File: src/rtl/pool_2_maxpool_pkg.sv
// Shared geometry, FSM/phase encodings and window address helper for the layer-2 max-pool stage.
package pool_2_maxpool_pkg;

   localparam int DW         = 8;
   localparam int AW         = 7;
   localparam int IN_W       = 24;
   localparam int BANK_WORDS = 2 * IN_W;
   localparam int POOL_W     = IN_W / 2;
   localparam int CW         = 4;

   typedef enum logic {
      ST_IDLE = 1'b0,
      ST_READ = 1'b1
   } state_e;

   // Order of the four reads inside a 2x2 window: top-left, top-right, bottom-left, bottom-right.
   typedef enum logic [1:0] {
      PH_TL = 2'd0,
      PH_TR = 2'd1,
      PH_BL = 2'd2,
      PH_BR = 2'd3
   } phase_e;

   function automatic logic [AW-1:0] win_addr(input logic bank, input logic [CW-1:0] win,
                                              input phase_e ph);
      logic [AW-1:0] a;
      a = bank ? AW'(BANK_WORDS) : '0;
      if (ph == PH_BL || ph == PH_BR) a = a + AW'(IN_W);
      a = a + AW'({win, 1'b0});
      if (ph == PH_TR || ph == PH_BR) a = a + AW'(1);
      return a;
   endfunction

endpackage

File: src/rtl/pool_2_maxpool_if.sv
// Bank handshake, RAM read port and pooled-pixel stream of the max-pool stage.
interface pool_2_maxpool_if;
   import pool_2_maxpool_pkg::*;

   logic          bank_ready;
   logic          bank_sel;
   logic          rd_en;
   logic [AW-1:0] rd_addr;
   logic [DW-1:0] rd_data;
   logic          pool_valid;
   logic [DW-1:0] pool_data;
   logic [CW-1:0] pool_col;
   logic          pool_bank;
   logic          bank_done;
   logic          busy;
   logic          overrun;

   modport master (
      input  bank_ready, bank_sel, rd_data,
      output rd_en, rd_addr, pool_valid, pool_data, pool_col, pool_bank,
             bank_done, busy, overrun
   );

   modport slave (
      output bank_ready, bank_sel, rd_data,
      input  rd_en, rd_addr, pool_valid, pool_data, pool_col, pool_bank,
             bank_done, busy, overrun
   );

endinterface

File: src/rtl/pool_2_maxpool_addr_gen.sv
// Window/phase/bank read sequencer: one RAM read per cycle, 48 per bank, back-to-back when restarted
// on the last read. No backpressure; start_i is only honoured when idle or on the last read.
module pool_2_maxpool_addr_gen
   import pool_2_maxpool_pkg::*;
(
   input  logic          clk,
   input  logic          rst,
   input  logic          start_i,
   input  logic          start_bank_i,
   output logic          rd_en_o,
   output logic [AW-1:0] rd_addr_o,
   output phase_e        ph_o,
   output logic [CW-1:0] col_o,
   output logic          bank_o,
   output logic          last_o,
   output logic          idle_o
);

   state_e        state_q;
   phase_e        ph_q;
   logic [CW-1:0] win_q;
   logic          bank_q;
   logic          last;

   assign last = (state_q == ST_READ) && (win_q == CW'(POOL_W - 1)) && (ph_q == PH_BR);

   always_ff @(posedge clk) begin
      if (!rst) begin
         state_q <= ST_IDLE;
         ph_q    <= PH_TL;
         win_q   <= '0;
         bank_q  <= 1'b0;
      end else begin
         case (state_q)
            ST_IDLE: begin
               if (start_i) begin
                  state_q <= ST_READ;
                  ph_q    <= PH_TL;
                  win_q   <= '0;
                  bank_q  <= start_bank_i;
               end
            end
            ST_READ: begin
               if (last) begin
                  ph_q  <= PH_TL;
                  win_q <= '0;
                  if (start_i) begin
                     bank_q <= start_bank_i;
                  end else begin
                     state_q <= ST_IDLE;
                  end
               end else begin
                  ph_q <= phase_e'(ph_q + 2'd1);
                  if (ph_q == PH_BR) win_q <= win_q + 4'd1;
               end
            end
            default: state_q <= ST_IDLE;
         endcase
      end
   end

   assign rd_en_o   = (state_q == ST_READ);
   assign rd_addr_o = rd_en_o ? win_addr(bank_q, win_q, ph_q) : '0;
   assign ph_o      = ph_q;
   assign col_o     = win_q;
   assign bank_o    = bank_q;
   assign last_o    = last;
   assign idle_o    = (state_q == ST_IDLE);

endmodule

File: src/rtl/pool_2_maxpool.sv
// 2x2/stride-2 max-pool over ping-pong RAM banks: first pixel 6 cycles after bank_ready, one per 4 cycles.
// No downstream backpressure; one request can queue behind the active bank, further ones are dropped.
module pool_2_maxpool
   import pool_2_maxpool_pkg::*;
(
   input  logic             clk,
   input  logic             rst,
   pool_2_maxpool_if.master pool_if
);

   logic          start;
   logic          start_bank;
   logic          can_start;
   logic          ag_rd_en;
   logic [AW-1:0] ag_addr;
   phase_e        ag_ph;
   logic [CW-1:0] ag_col;
   logic          ag_bank;
   logic          ag_last;
   logic          ag_idle;

   logic          pending_q, pending_d;
   logic          pend_bank_q, pend_bank_d;

   logic          tag_vld_q;
   phase_e        tag_ph_q;
   logic [CW-1:0] tag_col_q;
   logic          tag_bank_q;
   logic          tag_last_q;
   logic [DW-1:0] acc_q;
   logic [DW-1:0] max_v;
   logic          win_end;

   logic          pool_valid_q;
   logic [DW-1:0] pool_data_q;
   logic [CW-1:0] pool_col_q;
   logic          pool_bank_q;
   logic          bank_done_q;

   // A queued bank always wins over a fresh request; a request arriving while one is queued is lost.
   always_comb begin
      can_start   = ag_idle | ag_last;
      start       = can_start & (pending_q | pool_if.bank_ready);
      start_bank  = pending_q ? pend_bank_q : pool_if.bank_sel;
      pending_d   = pending_q;
      pend_bank_d = pend_bank_q;
      if (start && pending_q) begin
         pending_d = 1'b0;
      end else if (!can_start && pool_if.bank_ready && !pending_q) begin
         pending_d   = 1'b1;
         pend_bank_d = pool_if.bank_sel;
      end
   end

   pool_2_maxpool_addr_gen u_addr_gen (
      .clk          (clk),
      .rst          (rst),
      .start_i      (start),
      .start_bank_i (start_bank),
      .rd_en_o      (ag_rd_en),
      .rd_addr_o    (ag_addr),
      .ph_o         (ag_ph),
      .col_o        (ag_col),
      .bank_o       (ag_bank),
      .last_o       (ag_last),
      .idle_o       (ag_idle)
   );

   assign max_v   = (pool_if.rd_data > acc_q) ? pool_if.rd_data : acc_q;
   assign win_end = tag_vld_q && (tag_ph_q == PH_BR);

   always_ff @(posedge clk) begin
      if (!rst) begin
         pending_q    <= 1'b0;
         pend_bank_q  <= 1'b0;
         tag_vld_q    <= 1'b0;
         tag_ph_q     <= PH_TL;
         tag_col_q    <= '0;
         tag_bank_q   <= 1'b0;
         tag_last_q   <= 1'b0;
         acc_q        <= '0;
         pool_valid_q <= 1'b0;
         pool_data_q  <= '0;
         pool_col_q   <= '0;
         pool_bank_q  <= 1'b0;
         bank_done_q  <= 1'b0;
      end else begin
         pending_q   <= pending_d;
         pend_bank_q <= pend_bank_d;
         // Tags ride one cycle behind the read to line up with the registered RAM data.
         tag_vld_q   <= ag_rd_en;
         tag_ph_q    <= ag_ph;
         tag_col_q   <= ag_col;
         tag_bank_q  <= ag_bank;
         tag_last_q  <= ag_last;
         if (tag_vld_q) acc_q <= (tag_ph_q == PH_TL) ? pool_if.rd_data : max_v;
         pool_valid_q <= win_end;
         pool_data_q  <= win_end ? max_v : '0;
         pool_col_q   <= win_end ? tag_col_q : '0;
         pool_bank_q  <= win_end ? tag_bank_q : 1'b0;
         bank_done_q  <= win_end && tag_last_q;
      end
   end

   assign pool_if.rd_en      = ag_rd_en;
   assign pool_if.rd_addr    = ag_addr;
   assign pool_if.pool_valid = pool_valid_q;
   assign pool_if.pool_data  = pool_data_q;
   assign pool_if.pool_col   = pool_col_q;
   assign pool_if.pool_bank  = pool_bank_q;
   assign pool_if.bank_done  = bank_done_q;
   assign pool_if.busy       = ag_rd_en | tag_vld_q | pool_valid_q;
   // Combinational so the pulse lands in the same cycle as the dropped request.
   assign pool_if.overrun    = rst & pool_if.bank_ready & pending_q;

endmodule

File: src/flat_wrapper.sv
// flat-port wrapper written by rule: the top's interface ports become plain ports
module pool_2_maxpool_flat import pool_2_maxpool_pkg::*;
  (clk, rst, pool_if_bank_ready, pool_if_bank_sel, pool_if_rd_data, pool_if_rd_en, pool_if_rd_addr, pool_if_pool_valid, pool_if_pool_data, pool_if_pool_col, pool_if_pool_bank, pool_if_bank_done, pool_if_busy, pool_if_overrun);
  pool_2_maxpool_if pool_if_i ();
  input  logic clk;
  input  logic rst;
  input wire logic [$bits(pool_if_i.bank_ready)-1:0] pool_if_bank_ready;
  input wire logic [$bits(pool_if_i.bank_sel)-1:0] pool_if_bank_sel;
  input wire logic [$bits(pool_if_i.rd_data)-1:0] pool_if_rd_data;
  output wire logic [$bits(pool_if_i.rd_en)-1:0] pool_if_rd_en;
  output wire logic [$bits(pool_if_i.rd_addr)-1:0] pool_if_rd_addr;
  output wire logic [$bits(pool_if_i.pool_valid)-1:0] pool_if_pool_valid;
  output wire logic [$bits(pool_if_i.pool_data)-1:0] pool_if_pool_data;
  output wire logic [$bits(pool_if_i.pool_col)-1:0] pool_if_pool_col;
  output wire logic [$bits(pool_if_i.pool_bank)-1:0] pool_if_pool_bank;
  output wire logic [$bits(pool_if_i.bank_done)-1:0] pool_if_bank_done;
  output wire logic [$bits(pool_if_i.busy)-1:0] pool_if_busy;
  output wire logic [$bits(pool_if_i.overrun)-1:0] pool_if_overrun;
  assign pool_if_i.bank_ready = pool_if_bank_ready;
  assign pool_if_i.bank_sel = pool_if_bank_sel;
  assign pool_if_i.rd_data = pool_if_rd_data;
  assign pool_if_rd_en = pool_if_i.rd_en;
  assign pool_if_rd_addr = pool_if_i.rd_addr;
  assign pool_if_pool_valid = pool_if_i.pool_valid;
  assign pool_if_pool_data = pool_if_i.pool_data;
  assign pool_if_pool_col = pool_if_i.pool_col;
  assign pool_if_pool_bank = pool_if_i.pool_bank;
  assign pool_if_bank_done = pool_if_i.bank_done;
  assign pool_if_busy = pool_if_i.busy;
  assign pool_if_overrun = pool_if_i.overrun;
  pool_2_maxpool u_core (.clk(clk), .rst(rst), .pool_if(pool_if_i));
endmodule
File: config.mk
export PLATFORM = sky130hd
export DESIGN_NAME = pool_2_maxpool_flat
export DESIGN_NICKNAME = d
export VERILOG_FILES = /design/src/rtl/pool_2_maxpool_pkg.sv /design/src/rtl/pool_2_maxpool_if.sv /design/src/rtl/pool_2_maxpool_addr_gen.sv /design/src/rtl/pool_2_maxpool.sv /design/src/flat_wrapper.sv
export SDC_FILE = /design/constraint.sdc
export NUM_CORES = 1
export LEC_CHECK = 0
export CAP_MARGIN = 20
export CORE_UTILIZATION = 50
export CTS_CLUSTER_SIZE = 12
export DETAILED_ROUTE_END_ITERATION = 10
export GPL_TIMING_DRIVEN = 0
export PLACE_DENSITY = 0.77
export SLEW_MARGIN = 20
export SYNTH_ARGS = -nofsm -noshare
export SYNTH_HDL_FRONTEND = slang
export SYNTH_SLANG_ARGS = --single-unit
File: constraint.sdc
create_clock -name clk -period 5.23 [get_ports clk]
set_input_delay 0.7845 -clock clk [delete_from_list [all_inputs] [get_ports clk]]
set_output_delay 0.7845 -clock clk [all_outputs]
set_load 0.03 [all_outputs]
### M1 wires

Supply wires on this layer in grey.
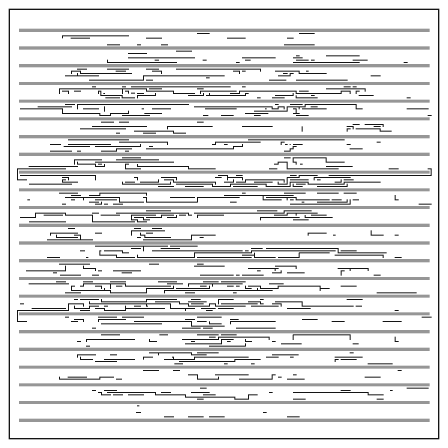
main direction: horizontal
wire length on this layer: 1,850 um
nets with wire on the layer: 246
longest straight run: 17.0 um
Vias: 1,537
GRT met1 Usage: 0.251
final wirelength: 3.76 mm

### M2 wires

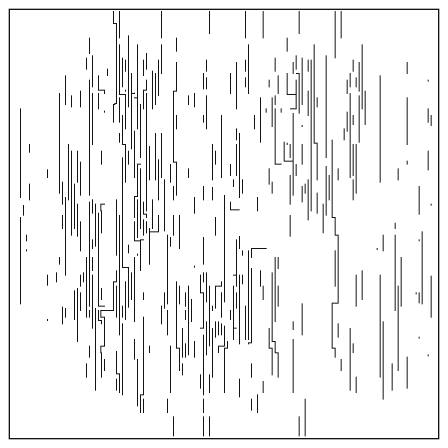
nets with wire on the layer: 226
main direction: vertical
longest straight run: 23.1 um
share of all routed wire: 43%
M2 GR Usage: 0.305

### Met3 routing

Bar = 20 um. Cells faint in the background.
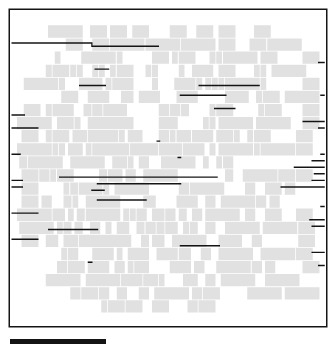
nets with wire on the layer: 30
share of all routed wire: 5.6%
wire length on this layer: 211 um
main direction: horizontal
grt met3 use: 0.0521

### Logic cells by family

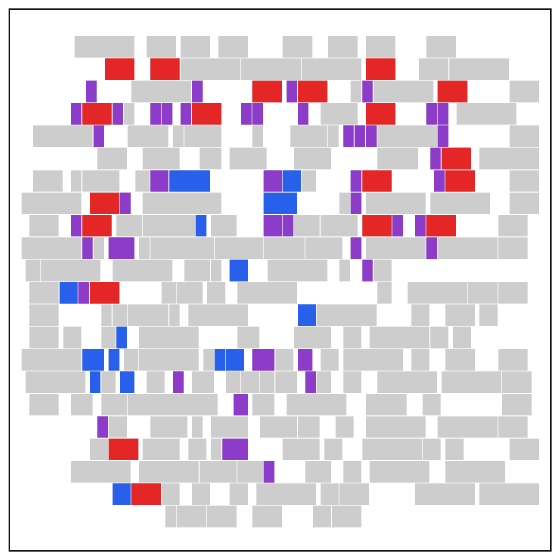
| colour | family | cells |
|---|---|---|
| red | multiplexers | 19 |
| blue | NOR gates | 15 |
| purple | NAND gates | 45 |

==> qor.csv <==
stage,metric,value,unit
clock_tree,cts_resized,0,
synth,top_cell,dfxtp_1,
sta,slew_headroom,0.649,
synth,ys_sh_simple,0.236,
synth,ys_seq_share,0.415,
cells_and_area,clk_share,0.0442,
place,placed_area,2440,sq um
clock_tree,cts_root_buf,clkbuf_8,
die,row_count,22,
setup_path,rr_worst_depth,7,
synth,ys_sh_aoi,0.102,
power,power_density,276,nW/um^2
cells_and_area,fin_area,2550,sq um
setup_path,crit_type,reg -> out,
power,leakage,1.05,nW
routing,wl_met2,1.62,mm
global_route,grt_use_total,0.197,
run,warnings,28,
clock_tree,cts_buffer_depth,2,
routing,wl_met3,210,um
run_status,status,"finished, final reports clean",
global_route,grt_pass1_vias,1425,
setup_path,worst_ep_arrival_time,3.02,ns
cells_and_area,logic_area,1100,sq um
power,pwr-share-clk,0.372,
synth,syn-instance-count,212,
clock_tree,numCtsBuffers,5,
setup_path,crit_start,u_core.u_addr_gen.ph_o[0]$_SDFFE_PN0P_,
global_route,antenna_found_initial,0,
min_path,min_to,u_core.pool_if.pool_bank$_SDFF_PN0_,
setup_path,crit_path_end,pool_if_rd_addr[6],
min_path,hold_class,reg -> reg,
synth,yosys.area.top_type,dfxtp_1,
clock_tree,ctsHoldBuffers,0,
sta,finalSetupTns,0,ns
[power by group through the flow]
stage	Combinational (mW)	Sequential (mW)	Clock, mW
2_1_floorplan	0.0759	0.343	0
3_3_place_gp	0.104	0.344	0
3_5_place_dp	0.106	0.344	0
4_1_cts	0.106	0.336	0.264
5_1_grt	0.116	0.338	0.277
6_report	0.106	0.337	0.262
[sequential cells by signal, summed over array words and instances, names as in the netlist, 2 cells and up]
register / count
u_core.acc_q: 8
u_core.pool_if.pool_col: 4
u_core.pool_if.pool_data: 8
u_core.tag_col_q: 4
u_core.tag_ph_q: 2
u_core.u_addr_gen.col_o: 4
u_core.u_addr_gen.ph_o: 2
Power is estimated from default activity; no workload was simulated.
